--- src/rtl/fetch_pkg.sv ---
// Shared types and constants for the instruction-fetch front end.
package fetch_pkg;

    localparam int INST_W  = 32;
    localparam int PC_STEP = 4;

    typedef logic [INST_W-1:0] fetch_entry_t;

    // Counters must hold the value DEPTH itself, hence the extra bit.
    function automatic int cnt_w(input int depth);
        return $clog2(depth) + 1;
    endfunction

endpackage

--- src/rtl/fetch_fifo.sv ---
// Instruction buffer: synchronous FIFO with single-cycle flush and occupancy count.
module fetch_fifo
    import fetch_pkg::*;
#(
    parameter int DEPTH = 4,
    localparam int AW = $clog2(DEPTH),
    localparam int CW = cnt_w(DEPTH)
) (
    input  logic          clk,
    input  logic          rst,
    input  logic          flush,
    input  logic          push,
    input  fetch_entry_t  push_data,
    input  logic          pop,
    output fetch_entry_t  head_data,
    output logic          empty,
    output logic [CW-1:0] count
);

    fetch_entry_t  mem_reg [DEPTH];
    logic [AW-1:0] rd_ptr_reg;
    logic [AW-1:0] wr_ptr_reg;
    logic [CW-1:0] count_reg;
    logic          do_push;
    logic          do_pop;

    assign empty     = (count_reg == '0);
    assign count     = count_reg;
    assign do_pop    = pop && !empty;
    assign do_push   = push && (count_reg != CW'(DEPTH));
    // Zero the head while empty so the output never shows a stale word.
    assign head_data = empty ? '0 : mem_reg[rd_ptr_reg];

    always_ff @(posedge clk) begin
        if (rst || flush) begin
            rd_ptr_reg <= '0;
            wr_ptr_reg <= '0;
            count_reg  <= '0;
        end else begin
            if (do_push) begin
                mem_reg[wr_ptr_reg] <= push_data;
                wr_ptr_reg          <= wr_ptr_reg + AW'(1);
            end
            if (do_pop) begin
                rd_ptr_reg <= rd_ptr_reg + AW'(1);
            end
            case ({do_push, do_pop})
                2'b10:   count_reg <= count_reg + CW'(1);
                2'b01:   count_reg <= count_reg - CW'(1);
                default: count_reg <= count_reg;
            endcase
        end
    end

endmodule

--- src/rtl/fetch_unit.sv ---
// Sequential instruction fetch with credit-limited issue, in-order response
// buffering and redirect flush of buffered and in-flight words.
module fetch_unit
    import fetch_pkg::*;
#(
    parameter int              XLEN         = 32,
    parameter logic [XLEN-1:0] RESET_VECTOR = '0,
    parameter int              BUF_DEPTH    = 4
) (
    input  logic              clk,
    input  logic              rst,
    output logic              imem_req_valid,
    input  logic              imem_req_ready,
    output logic [XLEN-1:0]   imem_req_addr,
    input  logic              imem_rsp_valid,
    input  logic [INST_W-1:0] imem_rsp_data,
    input  logic              redirect_valid,
    input  logic [XLEN-1:0]   redirect_pc,
    output logic              inst_valid,
    input  logic              inst_ready,
    output logic [INST_W-1:0] inst_data,
    output logic [XLEN-1:0]   inst_pc
);

    localparam int              CW   = cnt_w(BUF_DEPTH);
    localparam logic [XLEN-1:0] STEP = XLEN'(PC_STEP);

    logic [XLEN-1:0] fetch_pc_reg, fetch_pc_next;
    logic [XLEN-1:0] out_pc_reg, out_pc_next;
    logic [XLEN-1:0] redirect_target;
    logic [CW-1:0]   outstanding_reg, outstanding_next;
    logic [CW-1:0]   drop_cnt_reg, drop_cnt_next;
    logic [CW-1:0]   buf_count;
    logic [CW:0]     in_use;
    logic            started_reg;
    logic            credit_ok;
    logic            req_fire;
    logic            inst_fire;
    logic            rsp_keep;
    logic            buf_empty;
    logic            unused_redirect_lsb;

    assign redirect_target     = {redirect_pc[XLEN-1:2], 2'b00};
    assign unused_redirect_lsb = ^redirect_pc[1:0];

    // Every accepted request owns a buffer slot, so responses never need backpressure.
    assign in_use    = {1'b0, outstanding_reg} + {1'b0, buf_count};
    assign credit_ok = (in_use < (CW+1)'(BUF_DEPTH));

    // started_reg holds issue off for the first cycle after reset.
    assign imem_req_valid = !rst && started_reg && !redirect_valid && credit_ok;
    assign imem_req_addr  = fetch_pc_reg;
    assign req_fire       = imem_req_valid && imem_req_ready;

    assign rsp_keep   = imem_rsp_valid && !redirect_valid && (drop_cnt_reg == '0);
    assign inst_valid = !rst && !buf_empty;
    assign inst_fire  = inst_valid && inst_ready;
    assign inst_pc    = out_pc_reg;

    fetch_fifo #(
        .DEPTH (BUF_DEPTH)
    ) u_fifo (
        .clk       (clk),
        .rst       (rst),
        .flush     (redirect_valid),
        .push      (rsp_keep),
        .push_data (imem_rsp_data),
        .pop       (inst_fire),
        .head_data (inst_data),
        .empty     (buf_empty),
        .count     (buf_count)
    );

    always_comb begin
        outstanding_next = outstanding_reg;
        drop_cnt_next    = drop_cnt_reg;
        fetch_pc_next    = fetch_pc_reg;
        out_pc_next      = out_pc_reg;

        case ({req_fire, imem_rsp_valid})
            2'b10:   outstanding_next = outstanding_reg + CW'(1);
            2'b01:   outstanding_next = outstanding_reg - CW'(1);
            default: outstanding_next = outstanding_reg;
        endcase

        if (redirect_valid) begin
            // Everything still in flight after this cycle belongs to the old path.
            drop_cnt_next = outstanding_next;
            fetch_pc_next = redirect_target;
            out_pc_next   = redirect_target;
        end else begin
            if (imem_rsp_valid && (drop_cnt_reg != '0)) begin
                drop_cnt_next = drop_cnt_reg - CW'(1);
            end
            if (req_fire) begin
                fetch_pc_next = fetch_pc_reg + STEP;
            end
            if (inst_fire) begin
                out_pc_next = out_pc_reg + STEP;
            end
        end
    end

    always_ff @(posedge clk) begin
        if (rst) begin
            fetch_pc_reg    <= RESET_VECTOR;
            out_pc_reg      <= RESET_VECTOR;
            outstanding_reg <= '0;
            drop_cnt_reg    <= '0;
            started_reg     <= 1'b0;
        end else begin
            fetch_pc_reg    <= fetch_pc_next;
            out_pc_reg      <= out_pc_next;
            outstanding_reg <= outstanding_next;
            drop_cnt_reg    <= drop_cnt_next;
            started_reg     <= 1'b1;
        end
    end

`ifndef SYNTHESIS
    a_rsp_expected: assert property (@(posedge clk) disable iff (rst)
        imem_rsp_valid |-> (outstanding_reg != '0));

    a_req_held: assert property (@(posedge clk) disable iff (rst)
        (imem_req_valid && !imem_req_ready) |=> (imem_req_valid || redirect_valid));
`endif

endmodule
--- config.mk ---
export PLATFORM = sky130hd
export DESIGN_NAME = fetch_unit
export DESIGN_NICKNAME = d
export VERILOG_FILES = /design/src/rtl/fetch_pkg.sv /design/src/rtl/fetch_fifo.sv /design/src/rtl/fetch_unit.sv
export SDC_FILE = /design/constraint.sdc
export NUM_CORES = 1
export LEC_CHECK = 0
export ABC_AREA = 1
export CORE_MARGIN = 4
export CORE_UTILIZATION = 35
export DETAILED_ROUTE_END_ITERATION = 16
export DONT_BUFFER_PORTS = 1
export PLACE_DENSITY_LB_ADDON = 0.08
export SLEW_MARGIN = 5
export SYNTH_ARGS = -nofsm -noshare
export SYNTH_HDL_FRONTEND = slang
export SYNTH_HIERARCHICAL = 1
export SYNTH_SLANG_ARGS = --single-unit
--- constraint.sdc ---
create_clock -name clk -period 3.5 [get_ports clk]
set_clock_uncertainty 0.15 [all_clocks]
set_input_delay 0.525 -clock clk [delete_from_list [all_inputs] [get_ports clk]]
set_output_delay 0.525 -clock clk [all_outputs]
set_load 0.02 [all_outputs]
==> impl_metrics.toml, run 1 <==
# flow metrics
[synthesis]
topCellsByArea = "edfxtp_1 (38%), dfxtp_1 (15%), nand2_1 (8.0%)"
yosysChipArea_um2 = 10100
synthesis.instances = 1184
synth_top_flop_cell = "edfxtp_1"
synth_area_um2 = 10100
avgSynthCellArea_um2 = 8.57
compound_area_share_pct = 11.4
synthTopCellsByCount = "nand2_1 (217), nor2_1 (199), edfxtp_1 (128), inv_1 (119), a21oi_1 (81)"

[timing]
max_slew.worst_pin.slew_ps = 762
fin_setup_tns_ps = 0
max_freq_mhz = 348

[global_routing]
grt_overflow = 0
antenna_found_initial = 0

[cells_and_area]
mostFrequentLayoutCells = "nand2_1 (217), nor2_1 (195), edfxtp_1 (128)"
lay_top_count = "nand2_1"

[detailed_routing]
dr.pass1.iters = 5
route.detailed.drc = 0

[critical_path]
worst-path-buf-inv = 2
path_delay_family = "buffers and inverters"

[clocking]
clk_pin_slew_ps = 60
ctsResizeCount = 0
cts_buffer_depth = 3

[pwr]
ir_drop_uv = 315

[place]
placed_cells = 1566

[floorplan]
dieArea_um2 = 31800
row_count = 62

[flow_run]
drv_cap = 0
warnings = 32

[status]
status = "finished, final reports clean"

[worst_hold_path]
min-delay-start = "redirect_valid"
==> run 1: per-stage QoR <==
stage                     area [um^2]  worst slack, ps
after floorplan                 10200            -13.4
after global placement          10800              868
after detailed placement        10800              852
after CTS                       12000              593
after global routing            12000              441
final                           12000              626
==> run 1: metal layers <==
| layer | up-vias | GRT usage (%) | routed length, um |
|---|---|---|---|
| met5 | - | 0 | 0 |
| met3 | 41 | 4.96 | 2220 |
| met4 | 0 | 4.09 | 563 |
| met1 | 3751 | 23.2 | 12600 |
| li1 | 4028 | - | - |
| met2 | 197 | 30.3 | 13400 |
==> run 1: report_power, final <==
| part | leakage, nW | total, mW | internal (mW) | switching, mW |
|---|---|---|---|---|
| Sequential | 1.78 | 2.75 | 2.62 | 0.134 |
| Clock | 0.427 | 2.73 | 1.73 | 1.00 |
| Combinational | 2.22 | 0.398 | 0.145 | 0.253 |
==> run 1: what timing repair did <==
action | 4_1_cts | 5_1_grt
endpoints found under the hold margin | 180 | 0
hold buffers | 35 | 0
setup endpoints to repair | 0 | 0
==> run 1: worst paths after layout <==
check | end | slack [ps] | cells past startpoint
hold reg to reg | drop_cnt_reg[0]$_SDFFE_PP0P_ | 340 | 2
setup / recovery | inst_data[27] | 630 | 6
hold / removal | imem_req_addr[29]$_SDFFE_PP0P_ | 20 | 2
setup reg to reg | drop_cnt_reg[2]$_SDFFE_PP0P_ | 860 | 12
==> run 1: final cells by class <==
class	count	area [um^2]
Timing Repair Buffer	78	753
Inverter	128	482
Clock inverter	16	236
Sequential cell	204	5370
Multi-Input combinational cell	807	4050
Fill cell	2891	16600
Tap cell	384	480
Clock buffer	28	629
Fig. 1: run 1, the metal 1 layer
Scale bar: 50 um. Cells faint in the background.
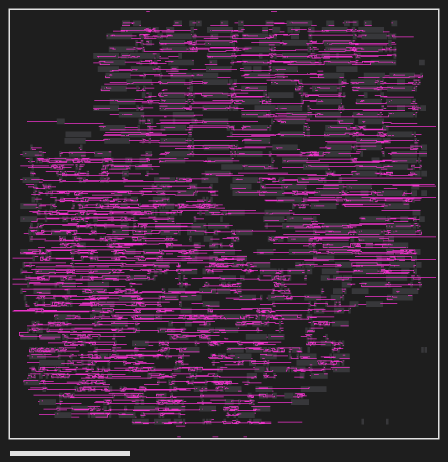
- longest straight run: 69.0 um
- wire length on this layer: 12600 um
- share of all routed wire: 44%
- main direction: horizontal
met1 usage in global routing: 23.2%
vias: 8017

Fig. 2: run 1, routing congestion map
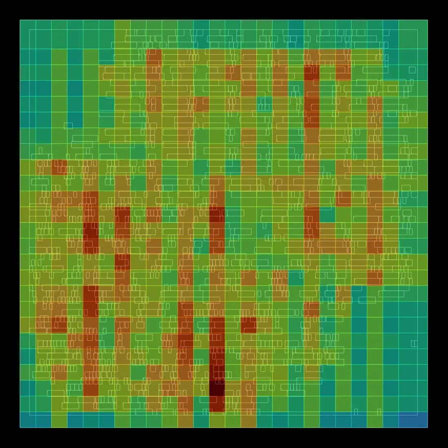
WL per Instance: 17.5 um
gr usage total: 18.0%
gr busiest metal: met2

Fig. 3: run 1, a small window of the routed layout
Scale bar: 5 um. Window x 124 to 144, y 124 to 144 um. Cells in gray, sequential cells in the stronger gray; small squares are vias.
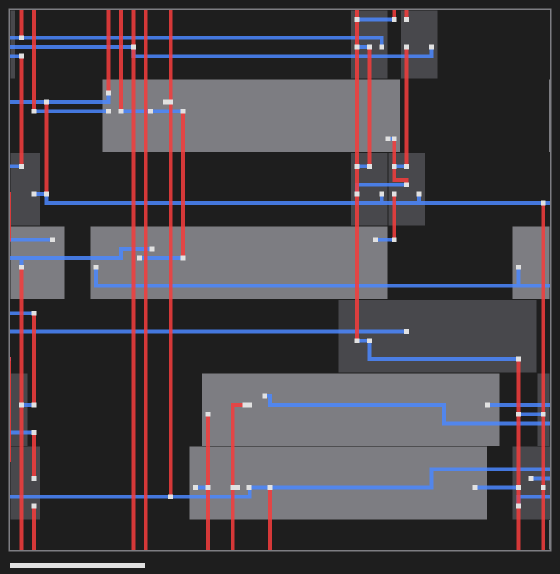
- blue: metal 1
- red: metal 2
- sequential cells in the window: 4
- cells with their middle in the window: 12
- netlist names of flops here include: u_fifo/mem_reg (4)
- most frequent: nor2_1 (6), edfxtp_1 (4)

Fig. 4: run 1, wiring heat map
The die is cut into 36 by 36 equal tiles; white is low, dark blue is high, scaled to the fullest tile. Values are wire area over tile area, all layers added.
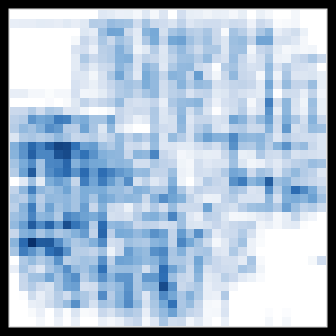

==> run 2, diff against run 1 <==
- clock period: 3.5 -> 2.7 ns (I/O delays scaled with it)
Fig. 5: run 2, wiring heat map
The die is cut into 36 by 36 equal tiles; white is low, dark blue is high, scaled to the fullest tile. Values are wire area over tile area, all layers added.
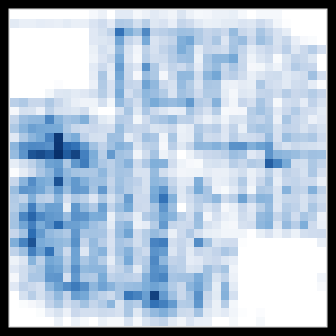
- nearly empty tiles: 16%
- fullest tile: 0.60
- emptiest ninth of the die: bottom right
- densest ninth of the die: left middle
- tiles over half the peak: 11%
vias: 8170
WL per Instance: 17.6 um
final WL: 29500 um
gr usage total: 18.5%

Fig. 6: run 2, a small window of the routed layout
Scale bar: 5 um. Window x 124 to 144, y 124 to 144 um. Cells in gray, sequential cells in the stronger gray; small squares are vias.
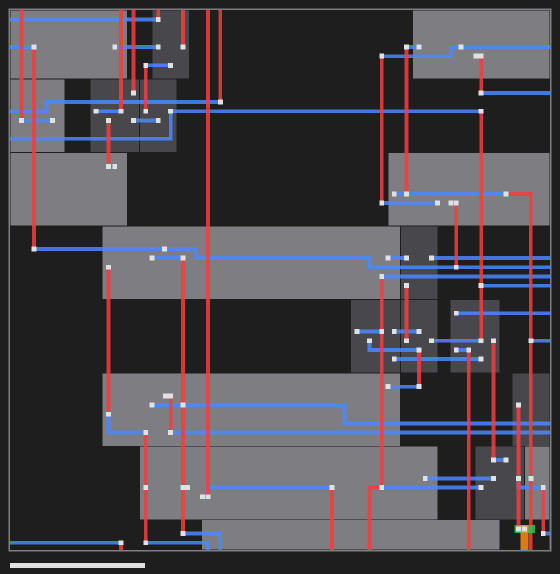
- blue: metal 1
- green: metal 3
- orange: metal 4
- red: metal 2
- cells with their middle in the window: 12
- most frequent: nor2_1 (4), edfxtp_1 (4), o21ai_0 (2)
- sequential cells in the window: 4
- netlist names of flops here include: u_fifo/mem_reg (4)

Fig. 7: run 2, routing congestion map
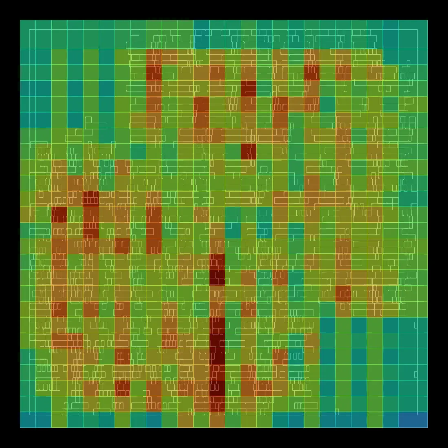
met1 usage in global routing: 23.7%
GR Layer Usage met2: 31.0%

==> run 2 against run 1 <==
Against the previous run:
- power grew 21%
- clock power is about 10% higher
- core utilization is 0.62 points higher
- synthesized cell count is the same
- hold slack lost 2.3 ps
- sequential cell count unchanged
- worst setup slack lost 420 ps
- critical path depth is the same
- largest power group unchanged
==> impl_metrics.toml, run 2 <==
# flow metrics
[synthesis]
yosysChipArea_um2 = 10100
synth_top_flop_cell = "edfxtp_1"
topCellsByArea = "edfxtp_1 (38%), dfxtp_1 (15%), nand2_1 (8.0%)"
synth-async-reset-ratio_pct = 0
ys_seq_share_pct = 52.9
edf_count = 128
avgSynthCellArea_um2 = 8.57
synthTopCellsByCount = "nand2_1 (217), nor2_1 (199), edfxtp_1 (128), inv_1 (119), a21oi_1 (81)"
synthesis.instances = 1184
synth_area_um2 = 10100
yosysTopAreaCell = "edfxtp_1"

[clocking]
cts_buffer_depth = 3
h-tree-depth = 1
clock_latency_ps = 520
clock_sinks = 204
clk_pin_slew_ps = 70

[floorplan]
row_count = 62
dieArea_um2 = 31800
die_w_um = 178

[status]
status = "finished, final reports clean"

[critical_path]
cp.depth = 6
path_delay_family = "buffers and inverters"
critical_path_class = "reg -> out"
cpMostUsedCell = "nor2_1"
r2r_start = "u_fifo/count[2]$_SDFFE_PP0P_"
cp-endpoint = "inst_data[31]"
worst-path-buf-inv = 2
rr_worst_depth = 14
rrSetupSlack_ps = 210
crit-reg2reg-capture = "drop_cnt_reg[2]$_SDFFE_PP0P_"

[global_routing]
antenna_found_initial = 1
grt_overflow = 0

[worst_hold_path]
min-delay-start = "redirect_pc[13]"
hold_end = "inst_pc[13]$_SDFFE_PP0P_"
holdPathStages = 4

[pwr]
ir_drop_uv = 389
p_per_area_nw_per_um2 = 586

[detailed_routing]
antenna_left = 0
route.detailed.drc = 0
dr.pass1.iters = 5

[timing]
setup_viol = 0
max_slew.worst_pin.slew_ps = 765
max_freq_mhz = 402

[flow_run]
warnings = 32
drv_cap = 0

[cells_and_area]
mostFrequentLayoutCells = "nand2_1 (216), nor2_1 (195), edfxtp_1 (128)"
lay_top_count = "nand2_1"
fillCellCount = 2833

[place]
portBuffers = 0
placed_cells = 1581
[run 2: what timing repair did]
action	CTS	global route
resized	1	6
hold buffers	50	0
endpoints found under the setup margin	3	5
gates cloned	0	0
hold endpoints to repair	186	0
setup buffers	0	0
[run 2: logic make-up after synthesis]
family / count (synthesis) / synth area share [%]
and+or+nand+nor: 551 / 24.5
AOI/OAI and AO/OA: 219 / 11.4
DFF: 204 / 52.9
buffers and inverters: 176 / 7.63
xor gates and xnor gates: 19 / 1.64
adders and majority gates: 14 / 1.87
other: 1 / 0.0370
[run 2: area by class of cell]
| class | instances | area, um^2 | area share, % |
|---|---|---|---|
| Clock inverter | 17 | 120 | 0.987 |
| Sequential cell | 204 | 5370 | 44.1 |
| Multi-Input combinational cell | 807 | 4060 | 33.3 |
| Tap cell | 384 | 480 | 3.95 |
| Inverter | 128 | 482 | 3.96 |
| Timing Repair Buffer | 108 | 1050 | 8.65 |
| Clock buffer | 27 | 612 | 5.03 |
[run 2: report_power, final]
group | internal [mW] | leakage [nW] | total (mW) | switching [mW]
sequential | 3.39 | 1.78 | 3.55 | 0.164
clock | 1.73 | 0.361 | 3.01 | 1.28
combinational | 0.219 | 2.36 | 0.572 | 0.353
[run 2: routing by layer]
layer / vias up / share of wire [%] / GRT usage [%]
li1: 4081 / - / -
met5: - / 0.037 / 0
met4: 2 / 2.4 / 5.15
met3: 49 / 7.1 / 4.71
met2: 214 / 48 / 31.0
met1: 3824 / 42 / 23.7
[run 2: through the flow]
stage               power (mW)  utilization [%]  setup TNS [ps]  area [um^2]  setup slack [ps]
global route              7.48             42.5               0        12200              12.4
detailed placement        4.09             38.1               0        10900               205
CTS                       7.25             42.5               0        12200               110
floorplan                 3.93                -          -27680        10200              -216
finish                    7.13             42.5               0        12200               210
global placement          4.08             38.1               0        10900               244
Power figures rest on the tool's default switching activity, not on a simulated workload.
